**src/rtl/demux_router_8bit_pkg.sv**
```systemverilog
// rtl/demux_router_8bit_pkg.sv - shared widths, channel encodings and pointer-width helper
package demux_router_8bit_pkg;

   localparam int DATA_W_DEF = 8;

   localparam logic CH0 = 1'b0;
   localparam logic CH1 = 1'b1;

   // Smallest r with 2**r >= v; used to size FIFO pointers.
   function automatic int log2c(input int v);
      int r;
      r = 0;
      for (int i = 0; i < 31; i++) begin
         if ((1 << i) < v) r = i + 1;
      end
      return r;
   endfunction

endpackage

```
**src/rtl/demux_router_8bit_if.sv**
```systemverilog
// rtl/demux_router_8bit_if.sv - source and two destination handshake bundle
interface demux_router_8bit_if #(
   parameter int DATA_W = 8
);
   logic [DATA_W-1:0] in_data;
   logic              in_sel;
   logic              in_valid;
   logic              in_ready;
   logic [DATA_W-1:0] out0_data;
   logic              out0_valid;
   logic              out0_ready;
   logic [DATA_W-1:0] out1_data;
   logic              out1_valid;
   logic              out1_ready;

   modport master (
      output in_data, in_sel, in_valid, out0_ready, out1_ready,
      input  in_ready, out0_data, out0_valid, out1_data, out1_valid
   );

   modport slave (
      input  in_data, in_sel, in_valid, out0_ready, out1_ready,
      output in_ready, out0_data, out0_valid, out1_data, out1_valid
   );
endinterface

```
**src/rtl/demux_router_8bit_sync_fifo.sv**
```systemverilog
// rtl/demux_router_8bit_sync_fifo.sv - register FIFO with guarded push/pop and combinational head
module sync_fifo_8bit
   import demux_router_8bit_pkg::*;
#(
   parameter int DATA_W = DATA_W_DEF,
   parameter int DEPTH  = 4
) (
   input  logic              clk,
   input  logic              rst,
   input  logic              push,
   input  logic [DATA_W-1:0] wdata,
   input  logic              pop,
   output logic [DATA_W-1:0] head,
   output logic              full,
   output logic              empty
);
   localparam int PTR_W = log2c(DEPTH);
   localparam logic [PTR_W:0] FULL_CNT = DEPTH[PTR_W:0];

   logic [DATA_W-1:0] mem [DEPTH];
   logic [PTR_W-1:0]  wptr;
   logic [PTR_W-1:0]  rptr;
   logic [PTR_W:0]    count;
   logic              push_en;
   logic              pop_en;

   assign full    = (count == FULL_CNT);
   assign empty   = (count == '0);
   assign push_en = push && !full;
   assign pop_en  = pop && !empty;
   assign head    = mem[rptr];

   // Storage is cleared on reset so an empty FIFO presents a zero head word.
   always_ff @(posedge clk or posedge rst) begin
      if (rst) begin
         wptr  <= '0;
         rptr  <= '0;
         count <= '0;
         for (int i = 0; i < DEPTH; i++) mem[i] <= '0;
      end else begin
         if (push_en) begin
            mem[wptr] <= wdata;
            wptr      <= wptr + 1'b1;
         end
         if (pop_en) rptr <= rptr + 1'b1;
         case ({push_en, pop_en})
            2'b10:   count <= count + 1'b1;
            2'b01:   count <= count - 1'b1;
            default: count <= count;
         endcase
      end
   end
endmodule

```
**src/rtl/demux_router_8bit.sv**
```systemverilog
// rtl/demux_router_8bit.sv - steers one source stream into two buffered destinations with counters
module demux_router_8bit
   import demux_router_8bit_pkg::*;
#(
   parameter int DATA_W = DATA_W_DEF,
   parameter int DEPTH  = 4,
   parameter int CNT_W  = 8
) (
   input  logic              clk,
   input  logic              rst,
   demux_router_8bit_if.slave bus,
   output logic [CNT_W-1:0]  cnt0,
   output logic [CNT_W-1:0]  cnt1
);
   logic full0, full1, empty0, empty1;
   logic accept, push0, push1;

   // Ready looks only at the selected FIFO's full flag, never at valid or pop.
   assign bus.in_ready = !rst && !((bus.in_sel == CH1) ? full1 : full0);
   assign accept       = bus.in_valid && bus.in_ready;
   assign push0        = accept && (bus.in_sel == CH0);
   assign push1        = accept && (bus.in_sel == CH1);

   assign bus.out0_valid = !empty0;
   assign bus.out1_valid = !empty1;

   sync_fifo_8bit #(.DATA_W(DATA_W), .DEPTH(DEPTH)) u_fifo0 (
      .clk   (clk),
      .rst   (rst),
      .push  (push0),
      .wdata (bus.in_data),
      .pop   (bus.out0_ready),
      .head  (bus.out0_data),
      .full  (full0),
      .empty (empty0)
   );

   sync_fifo_8bit #(.DATA_W(DATA_W), .DEPTH(DEPTH)) u_fifo1 (
      .clk   (clk),
      .rst   (rst),
      .push  (push1),
      .wdata (bus.in_data),
      .pop   (bus.out1_ready),
      .head  (bus.out1_data),
      .full  (full1),
      .empty (empty1)
   );

   always_ff @(posedge clk or posedge rst) begin
      if (rst) begin
         cnt0 <= '0;
         cnt1 <= '0;
      end else begin
         if (push0) cnt0 <= cnt0 + 1'b1;
         if (push1) cnt1 <= cnt1 + 1'b1;
      end
   end
endmodule

```
**src/flat_wrapper.sv**
```systemverilog
// flat-port wrapper written by rule: the top's interface ports become plain ports
module demux_router_8bit_flat import demux_router_8bit_pkg::*;
#(
   parameter int DATA_W = DATA_W_DEF,
   parameter int DEPTH  = 4,
   parameter int CNT_W  = 8
)
  (clk, rst, cnt0, cnt1, bus_in_data, bus_in_sel, bus_in_valid, bus_out0_ready, bus_out1_ready, bus_in_ready, bus_out0_data, bus_out0_valid, bus_out1_data, bus_out1_valid);
  demux_router_8bit_if #(.DATA_W(DATA_W)) bus_i ();
  input  logic clk;
  input  logic rst;
  output logic [CNT_W-1:0] cnt0;
  output logic [CNT_W-1:0] cnt1;
  input wire logic [$bits(bus_i.in_data)-1:0] bus_in_data;
  input wire logic [$bits(bus_i.in_sel)-1:0] bus_in_sel;
  input wire logic [$bits(bus_i.in_valid)-1:0] bus_in_valid;
  input wire logic [$bits(bus_i.out0_ready)-1:0] bus_out0_ready;
  input wire logic [$bits(bus_i.out1_ready)-1:0] bus_out1_ready;
  output wire logic [$bits(bus_i.in_ready)-1:0] bus_in_ready;
  output wire logic [$bits(bus_i.out0_data)-1:0] bus_out0_data;
  output wire logic [$bits(bus_i.out0_valid)-1:0] bus_out0_valid;
  output wire logic [$bits(bus_i.out1_data)-1:0] bus_out1_data;
  output wire logic [$bits(bus_i.out1_valid)-1:0] bus_out1_valid;
  assign bus_i.in_data = bus_in_data;
  assign bus_i.in_sel = bus_in_sel;
  assign bus_i.in_valid = bus_in_valid;
  assign bus_i.out0_ready = bus_out0_ready;
  assign bus_i.out1_ready = bus_out1_ready;
  assign bus_in_ready = bus_i.in_ready;
  assign bus_out0_data = bus_i.out0_data;
  assign bus_out0_valid = bus_i.out0_valid;
  assign bus_out1_data = bus_i.out1_data;
  assign bus_out1_valid = bus_i.out1_valid;
  demux_router_8bit #(.DATA_W(DATA_W), .DEPTH(DEPTH), .CNT_W(CNT_W)) u_core (.clk(clk), .rst(rst), .bus(bus_i), .cnt0(cnt0), .cnt1(cnt1));
endmodule
```
**config.mk**
```make
export PLATFORM = sky130hd
export DESIGN_NAME = demux_router_8bit_flat
export DESIGN_NICKNAME = d
export VERILOG_FILES = /design/src/rtl/demux_router_8bit_pkg.sv /design/src/rtl/demux_router_8bit_if.sv /design/src/rtl/demux_router_8bit_sync_fifo.sv /design/src/rtl/demux_router_8bit.sv /design/src/flat_wrapper.sv
export SDC_FILE = /design/constraint.sdc
export NUM_CORES = 1
export LEC_CHECK = 0
export CELL_PAD_IN_SITES_DETAIL_PLACEMENT = 1
export CELL_PAD_IN_SITES_GLOBAL_PLACEMENT = 2
export CORE_MARGIN = 2
export CORE_UTILIZATION = 40
export DETAILED_ROUTE_END_ITERATION = 10
export GPL_TIMING_DRIVEN = 0
export PLACE_DENSITY = 0.76
export SYNTH_ARGS = -nofsm -noshare
export SYNTH_HDL_FRONTEND = slang
export SYNTH_SLANG_ARGS = --single-unit
```
**constraint.sdc**
```tcl
create_clock -name clk -period 3.4 [get_ports clk]
set_clock_uncertainty 0.15 [all_clocks]
set_input_delay 0.51 -clock clk [delete_from_list [all_inputs] [get_ports clk]]
set_output_delay 0.51 -clock clk [all_outputs]
set_load 0.05 [all_outputs]
```
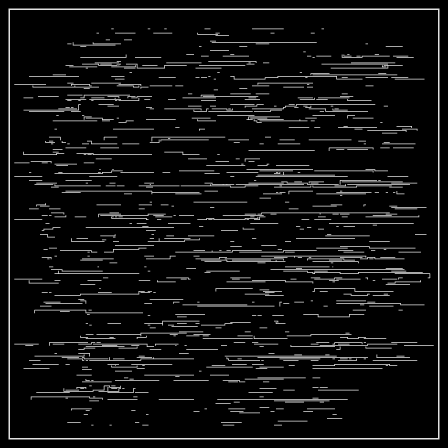
Figure 1: run 1, met1 routing.
share of all routed wire: 47%
wire length on this layer: 3920 microns
main direction: horizontal
nets with wire on the layer: 338
longest straight run: 33.6 microns

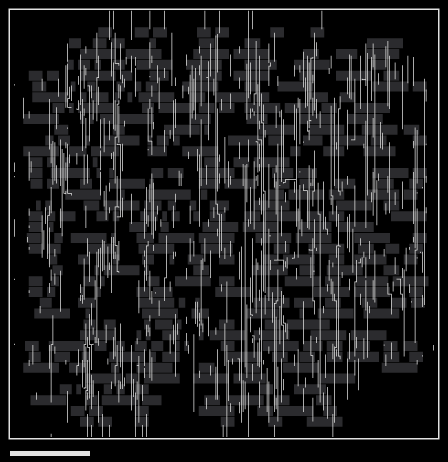
Figure 2: run 1, M2 wires.
Scale bar: 20 microns. Cells faint in the background.
longest straight run: 56.8 microns
wire length on this layer: 4060 microns
routed vias: 2502
met2 GRT Util: 25.97%

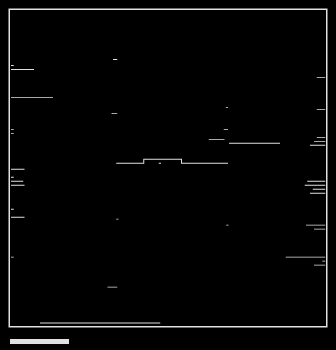
Figure 3: run 1, M3 wires.
Scale bar: 20 microns.
nets with wire on the layer: 30
longest straight run: 40.7 microns
share of all routed wire: 2.6%
met3 GRT Util: 2.421%
final wirelength: 8372 microns

==> deck_impl_summary.md, run 1 <==
Synthesis and Place & Route Summary

Final layout
  – Combinational fraction of the cell area: 35.37%
  – Registers with the most flip-flops: u_core.u_fifo0.mem x32, u_core.u_fifo1.mem x32
  – Final nets: 379
  – Final core utilization: 50.05%
  – Signal buffers: roughly 59
  – Inverters: 13
  – Comb_multi_in: 174
  – Dominant class by area: sequential cells

Setup path
  – Crit path required time: 2.74 ns
  – Crit path launch: u_core.u_fifo0.rptr[1]$_DFFE_PP0P_
  – CP arrival: about 2.5 ns
  – Setup crit end kind: output port
  – Worst setup path class: reg2out
  – FF-to-FF Start: u_core.u_fifo1.count[0]$_DFFE_PP0P_
  – Worst-path maximum fanout: 9
  – CP Capture Point: bus_out0_data[0]

Die
  – Taps Inserted: about 140
  – Die height: roughly 110 microns
  – Fp util: approximately two fifths
  – DIE AREA: about 12000 sq um
  – Die width: 107.6 microns

Final timing
  – Final worst path period share: a little over 90%
  – # setup viols final: 0
  – Period minus WS final: about 3.1 ns

Route
  – Number of remaining DRC errors: 0
  – Met3 routed wirelength: approximately 220 microns
  – Vias per inst: a little over 5
  – Post-DR wirelength/cell: roughly 17 microns
  – Routed wl met2: about 4100 microns
  – Top sig layer: met4
  – Initial DRC count: 62
  – M1 WL: between 3000 and 4000 microns

Synthesis
  – Mapped cell area: ~4300 sq um
  – Top cells by area: dfrtp_1 (55%), mux2_2 (15%), mux4_2 (8.4%)
  – Post-synth EDFFs: 0
  – Synth top cells by count: dfrtp_1 (94), mux2_2 (57), xnor2_1 (17), mux4_2 (16), nand2_1 (16)
  – Most common cell in the netlist: dfrtp_1
  – Unique cell types: 32

Global routing
  – Gr ovfl total: 0
  – Met1 Track Usage GR: between 20% and 30%
  – GRT Overall Usage: ~16%
  – First-pass GRT wire length: ~14000 microns

Clock tree
  – CTS tree: done
  – Post_cts resized: 0
  – CTS Root Cell: clkbuf_8
  – Sink Count: between 90 and 100

Pwr
  – Cell area power density: between 1000 and 1500 nW/um^2

Status
  – Run status: finished, final reports clean

Place
  – Inst Count DP: around 480
  – Pre-CTS setup slack: ~0.11 ns
  – Hpwl dp: 5599 microns

Min path
  – Hold Path Stages: 1
  – Hold Crit Class: reg2reg
  – Hold Path Sink: u_core.cnt1[7]$_DFFE_PP0N_

Job
  – OpenROAD warnings: 32
==> run 1: worst max-delay path, stage by stage, from the launching register on <==
cell	delay [ns]
dfrtp_1	0.33
clkbuf_1	0.48
mux4_2	0.57
clkdlybuf4s50_1	0.71
==> run 1: kinds of logic after synthesis <==
group	share of synthesized area, %
buffers and inverters	2.505
AND-OR/OR-AND	0.4659
flip-flops	54.76
adder cells (fa/ha/maj)	4.428
multiplexers	26.36
XOR/XNOR	5.302
AND/OR/NAND/NOR	6.176
==> run 1: report_power, final <==
group          leakage [nW]  switching (mW)  internal [mW]
Combinational         0.998            1.51           1.22
Clock                 0.106           0.401          0.414
Sequential             1.17           0.306           1.63
Figure 4. Track usage over the die (run 1).
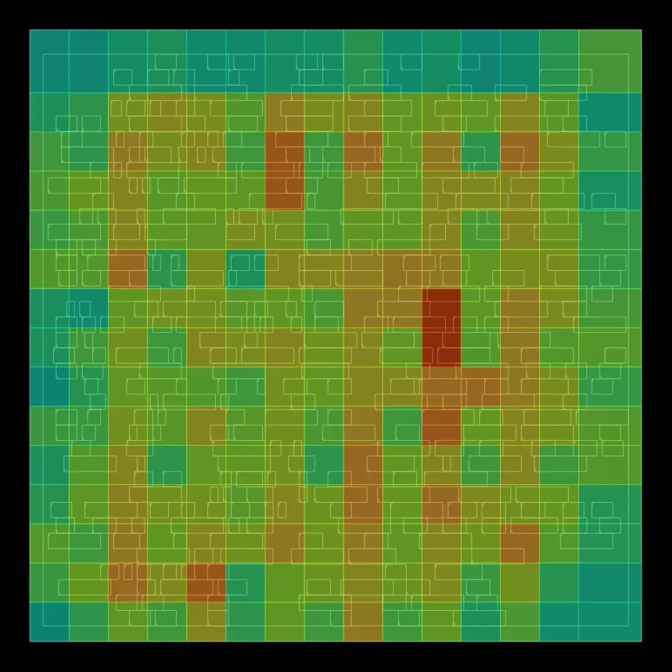

==> run 2, diff against run 1 <==
- GPL_TIMING_DRIVEN: 0 -> unset
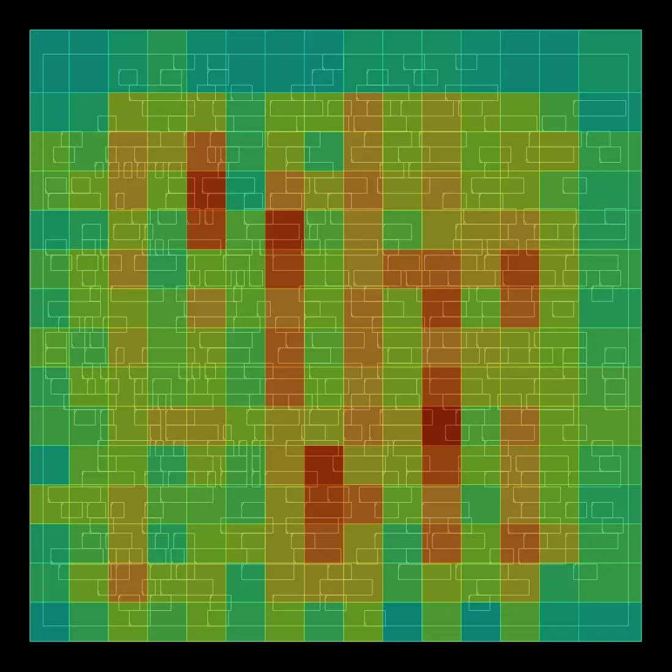
Figure 5: run 2, track usage over the die.
met2 GRT Util: 25.79%
post-DR wirelength/cell: 17.40 microns
final core utilization: 49.12%
met3 GRT Util: 3.269%
met1 Track Usage GR: 22.47%

==> run 2 against run 1 <==
- sequential cell count is the same
- sequential share of layout area increased by 0.86 points
- clock power fell by 17%
- first-iteration DRC count fell by 24%
- wire length rose by 0.37%
- die area stayed put
- synthesized cell count unchanged
- combinational power is 6% lower
- register-to-register slack better by 0.15 ns
- maximum frequency up 1.5%
- largest cell class unchanged
- highest routed layer unchanged
==> deck_impl_summary.md, run 2 <==
Synthesis and Place & Route Summary

Route
  – Routed vias: 2480 (was 2502)
  – Vias per inst: 5.135 (was 5.085)
  – Routed wl met2: 4119 microns (was 4058 microns)
  – Initial DRC count: 47 (was 62)
  – Number of remaining DRC errors: 0 (unchanged)
  – Met3 routed wirelength: 208 microns (was 217 microns)
  – ANT nets after route: 0 (unchanged)
  – M1 WL: 3983 microns (was 3923 microns)
  – Top sig layer: met4 (unchanged)
  – Final wirelength: 8403 microns (was 8372 microns)

Final layout
  – Final nets: 371 (was 379)
  – Multi-input combinational cell area: 1836 sq um (unchanged)
  – Diode count: 0 (unchanged)
  – Most numerous logic cells after layout: dfrtp_1 (94), mux2_2 (57), clkdlybuf4s50_1 (48) (unchanged)
  – Layout cells sized above 1: 29.68% (was 30.34%)
  – Comb_multi_in: 174 (unchanged)
  – Layout area overhead: 18.58% (was 20.83%)
  – Dominant class by area: sequential cells (unchanged)
  – Buffer share of cell area: 10.12% (was 10.92%)
  – Signal buffers: 51 (was 59)
  – Fin area: 5094 sq um (was 5190 sq um)
  – Combinational fraction of the cell area: 36.04% (was 35.37%)
  – Post-Layout Cell Count: 483 (was 492)
  – Inverters: 13 (unchanged)
  – Most frequent logic cell in the layout: dfrtp_1 (unchanged)
  – Registers with the most flip-flops: u_core.u_fifo0.mem x32, u_core.u_fifo1.mem x32 (unchanged)

Job
  – Max cap viols: 0 (unchanged)
  – OpenROAD warnings: 32 (unchanged)

Global routing
  – Gr ovfl total: 0 (unchanged)
  – First-pass GRT wire length: 14290 microns (was 14310 microns)
  – GRT Overall Usage: 16.17% (was 16.38%)

Synthesis
  – Most common cell in the netlist: dfrtp_1 (unchanged)
  – Mapped cell area: 4295 sq um (unchanged)
  – MUX share of area: 26.36% (unchanged)
  – Synth top cells by count: dfrtp_1 (94), mux2_2 (57), xnor2_1 (17), mux4_2 (16), nand2_1 (16) (unchanged)
  – Adder share: 4.428% (unchanged)
  – AO/OA Area Share: 0.4661% (unchanged)
  – Area reported by Yosys stat: 4295 sq um (unchanged)
  – XOR Share, Synth: 5.301% (unchanged)
  – Unique cell types: 32 (unchanged)
  – Synth async-reset ratio: 100.0% (unchanged)
  – Dominant kind of combinational cell: multiplexers (unchanged)
  – Synth Area in Simple Gates: 6.175% (unchanged)
  – Top cells by area: dfrtp_1 (55%), mux2_2 (15%), mux4_2 (8.4%) (unchanged)
  – Post-synth EDFFs: 0 (unchanged)

Min path
  – Hold Path Stages: 1 (unchanged)
  – Hold Path Sink: u_core.cnt1[7]$_DFFE_PP0N_ (unchanged)
  – Hold Crit Class: reg2reg (unchanged)

Setup path
  – Crit path buf inv count: 1 (was 2)
  – FF-to-FF Start: u_core.u_fifo1.count[0]$_DFFE_PP0P_ (unchanged)
  – R2r endpoint: u_core.u_fifo1.count[2]$_DFFE_PP0P_ (unchanged)
  – Critical Path Max Stage Delay: 0.72 ns (was 0.71 ns)
  – Stages on worst setup path: 2 (was 3)
  – CP Cell Sequence: mux4_2 -> clkdlybuf4s50_1 (was clkbuf_1 -> mux4_2 -> clkdlybuf4s50_1)
  – Worst-path maximum fanout: 10 (was 9)
  – Critical Path Slowest Stage Cell: dfrtp_1 (was clkdlybuf4s50_1)
  – CP arrival: 2.40 ns (was 2.45 ns)
  – Top Family by Delay on Critical Path: flip-flops (was buffers and inverters)
  – Worst setup path class: reg2out (unchanged)
  – Crit path required time: 2.74 ns (about the same)
  – Crit path launch: u_core.u_fifo1.rptr[0]$_DFFE_PP0P_ (was u_core.u_fifo0.rptr[1]$_DFFE_PP0P_)
  – CP Capture Point: bus_out1_data[5] (was bus_out0_data[0])
  – Setup crit end kind: output port (unchanged)

Final timing
  – Setup_tns: 0 ns (unchanged)
  – Final worst path period share: 90.09% (was 91.47%)
  – F_max: 326.5 MHz (was 321.5 MHz)
  – # setup viols final: 0 (unchanged)
  – Period minus WS final: 3.063 ns (was 3.110 ns)

Die
  – Fp util: 41.42% (unchanged)
  – Taps Inserted: 136 (unchanged)
  – Die width: 107.6 microns (unchanged)
  – DIE AREA: 11580 sq um (unchanged)
  – Die height: 107.6 microns (unchanged)
  – CORE AREA: 10370 sq um (unchanged)

Place
  – Hpwl dp: 5781 microns (was 5599 microns)
  – Inst Count DP: 468 (was 476)
  – Pre-CTS setup slack: 0.5826 ns (was 0.1140 ns)

Pwr
  – Cell area power density: 1043 nW/um^2 (was 1057 nW/um^2)
  – P_leak: 2.212 nW (was 2.270 nW)

Clock tree
  – Post_cts resized: 0 (unchanged)
  – CTS Root Cell: clkbuf_8 (unchanged)
  – CTS tree: done (unchanged)
  – Sink Count: 94 (unchanged)

Status
  – Run status: finished, final reports clean (unchanged)
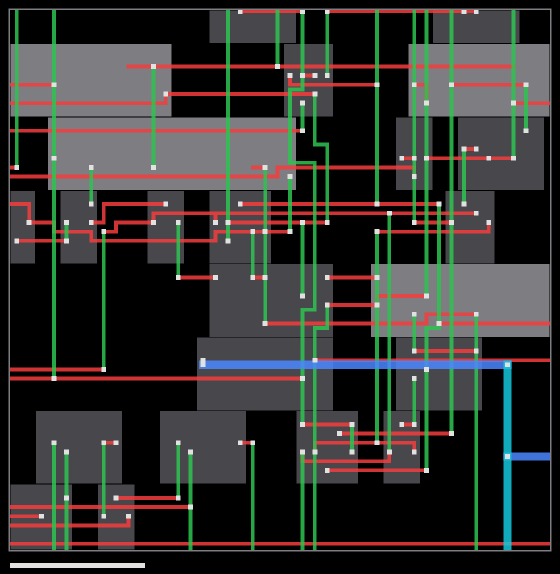
Figure 6: run 2, layout detail.
Scale bar: 5 microns. Window x 17 to 37, y 71 to 91 microns. Cells in gray, sequential cells in the stronger gray; small squares are vias.
| color | layer |
|---|---|
| blue | M3 |
| cyan | M4 |
| red | M1 |
| green | M2 |
netlist names of flops here include: u_core.cnt1 (4)
most frequent: nand2_1 (5), dfrtp_1 (4)
cells with their middle in the window: 21
sequential cells in the window: 4

[run 2: cell types whose count changed in the layout (fill, tap and decap cells not counted), sizes merged]
cell / previous run / this run
inv: 13 / 14
bufinv: 2 / 0
clkinvlp: 1 / 2
clkbuf: 12 / 9
buf: 9 / 3
[run 2: cell families (layout without fill, tap and decap cells)]
kind of cell             Yosys count  after routing
AND-OR/OR-AND                      4              4
XOR/XNOR                          26             26
adder cells (fa/ha/maj)           14             14
buffers and inverters             23             79
flip-flops                        94             94
multiplexers                      82             82
AND/OR/NAND/NOR                   48             48
[run 2: power by group]
| group | total, mW | internal, mW | switching, mW |
|---|---|---|---|
| registers | 2.06 | 1.63 | 0.430 |
| logic | 2.58 | 1.20 | 1.38 |
| clock network | 0.673 | 0.267 | 0.406 |
| total | 5.31 | 3.10 | 2.22 |
Figure 7. M3 wires (run 2).
Scale bar: 20 microns.
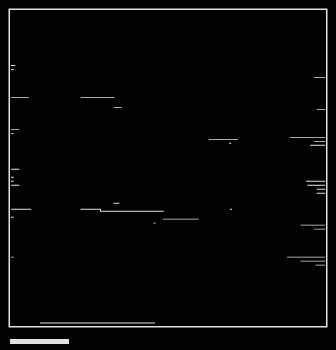

==> run 3, diff against run 2 <==
- DONT_BUFFER_PORTS: unset -> 1
- PLACE_DENSITY: 0.76 -> 0.68
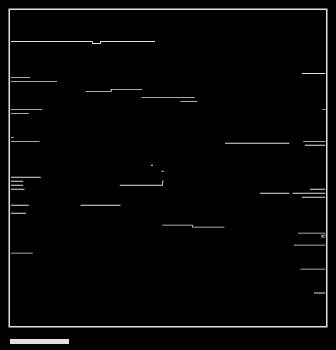
Figure 8: run 3, M3 wires.
Scale bar: 20 microns.
longest straight run: 27.6 microns
nets with wire on the layer: 30
main direction: horizontal
share of all routed wire: 4.2%

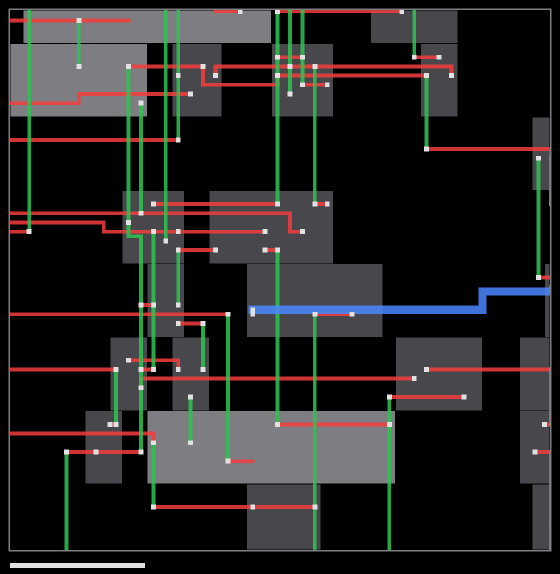
Figure 9: run 3, layout detail.
Scale bar: 5 microns. Window x 17 to 37, y 71 to 91 microns. Cells in gray, sequential cells in the stronger gray; small squares are vias.
| color | layer |
|---|---|
| blue | M3 |
| red | M1 |
| green | M2 |
netlist names of flops here include: u_core.cnt1 (2)
sequential cells in the window: 2
most frequent: nand2_1 (4)
cells with their middle in the window: 15

==> run 3 against run 2 <==
- via count is 8.1% lower
- clock power is 2% higher
- worst hold slack worse by 0.29 ns
- critical path type is now reg2reg
- critical endpoint is now u_core.u_fifo1.count[2]$_DFFE_PP0P_
==> deck_impl_summary.md, run 3 <==
Synthesis and Place & Route Summary

Pwr
  – Seq. pwr: 2.24 mW (was 2.06 mW)
  – Seq pwr share: 45.8% (was 38.7%)
  – Comb pwr share: 40.1% (was 48.6%)
  – Cell area power density: 1057 nW/um^2 (was 1043 nW/um^2)
  – Clock network power: 0.688 mW (was 0.673 mW)
  – P_leak: 2.033 nW (was 2.212 nW)
  – Top Consumer: registers (was combinational logic)

Setup path
  – Worst-path maximum fanout: 13 (was 10)
  – Crit path required time: 3.53 ns (was 2.74 ns)
  – Critical Path Max Stage Delay: 0.42 ns (was 0.72 ns)
  – Crit path launch: u_core.u_fifo1.count[0]$_DFFE_PP0P_ (was u_core.u_fifo1.rptr[0]$_DFFE_PP0P_)
  – R2r endpoint: u_core.u_fifo1.count[2]$_DFFE_PP0P_ (unchanged)
  – Critical Path Slowest Stage Cell: dfrtp_1 (unchanged)
  – Worst setup path class: reg2reg (was reg2out)
  – Crit path buf inv count: 2 (was 1)

Synthesis
  – Dominant kind of combinational cell: multiplexers (unchanged)
  – XOR Share, Synth: 5.301% (unchanged)
  – Adder share: 4.428% (unchanged)
  – Top cells by area: dfrtp_1 (55%), mux2_2 (15%), mux4_2 (8.4%) (unchanged)
  – Synth top cells by count: dfrtp_1 (94), mux2_2 (57), xnor2_1 (17), mux4_2 (16), nand2_1 (16) (unchanged)
  – Unique cell types: 32 (unchanged)

Route
  – Initial DRC count: 49 (was 47)
  – Post-DR wirelength/cell: 18.95 microns (was 17.40 microns)
  – Routed wl met2: 4141 microns (was 4119 microns)
  – ANT nets after route: 0 (unchanged)

Min path
  – Hold Crit Class: in2async (was reg2reg)

Job
  – Max cap viols: 0 (unchanged)
  – OpenROAD warnings: 32 (unchanged)

Status
  – Run status: finished, final reports clean (unchanged)

Final layout
  – Comb_multi_in: 174 (unchanged)
  – Inverters: 13 (unchanged)
  – Registers with the most flip-flops: u_core.u_fifo0.mem x32, u_core.u_fifo1.mem x32 (unchanged)
  – Dominant class by area: sequential cells (unchanged)
  – Final core utilization: 44.55% (was 49.12%)
  – Signal buffers: 2 (was 51)
  – Final nets: 322 (was 371)
  – Layout area overhead: 7.544% (was 18.58%)

Final timing
  – Setup_tns: 0 ns (unchanged)
  – Period minus WS final: 2.540 ns (was 3.063 ns)

Global routing
  – Met2 GRT Util: 26.59% (was 25.79%)
  – Met3 GRT Util: 4.237% (was 3.269%)
  – Gr ovfl total: 0 (unchanged)

Clock tree
  – Sink Count: 94 (unchanged)
  – CTS Root Cell: clkbuf_8 (unchanged)
==> run 3: cell counts after synthesis <==
Identical to the previous run, type by type.
==> run 3: worst max-delay path by stage <==
| stage | end | slack (ns) | cells after the start |
|---|---|---|---|
| floorplan | u_core.cnt0[0]$_DFFE_PP0N_ | 0.29 | 1 |
| global placement | u_core.u_fifo1.count[2]$_DFFE_PP0P_ | 0.98 | 9 |
| detailed placement | u_core.u_fifo1.count[2]$_DFFE_PP0P_ | 0.84 | 9 |
| CTS | bus_out1_data[3] | 0.78 | 1 |
| global route | u_core.u_fifo1.count[2]$_DFFE_PP0P_ | 0.67 | 9 |
| finish | u_core.u_fifo1.count[2]$_DFFE_PP0P_ | 0.86 | 9 |
Power and IR drop assume default switching activity.
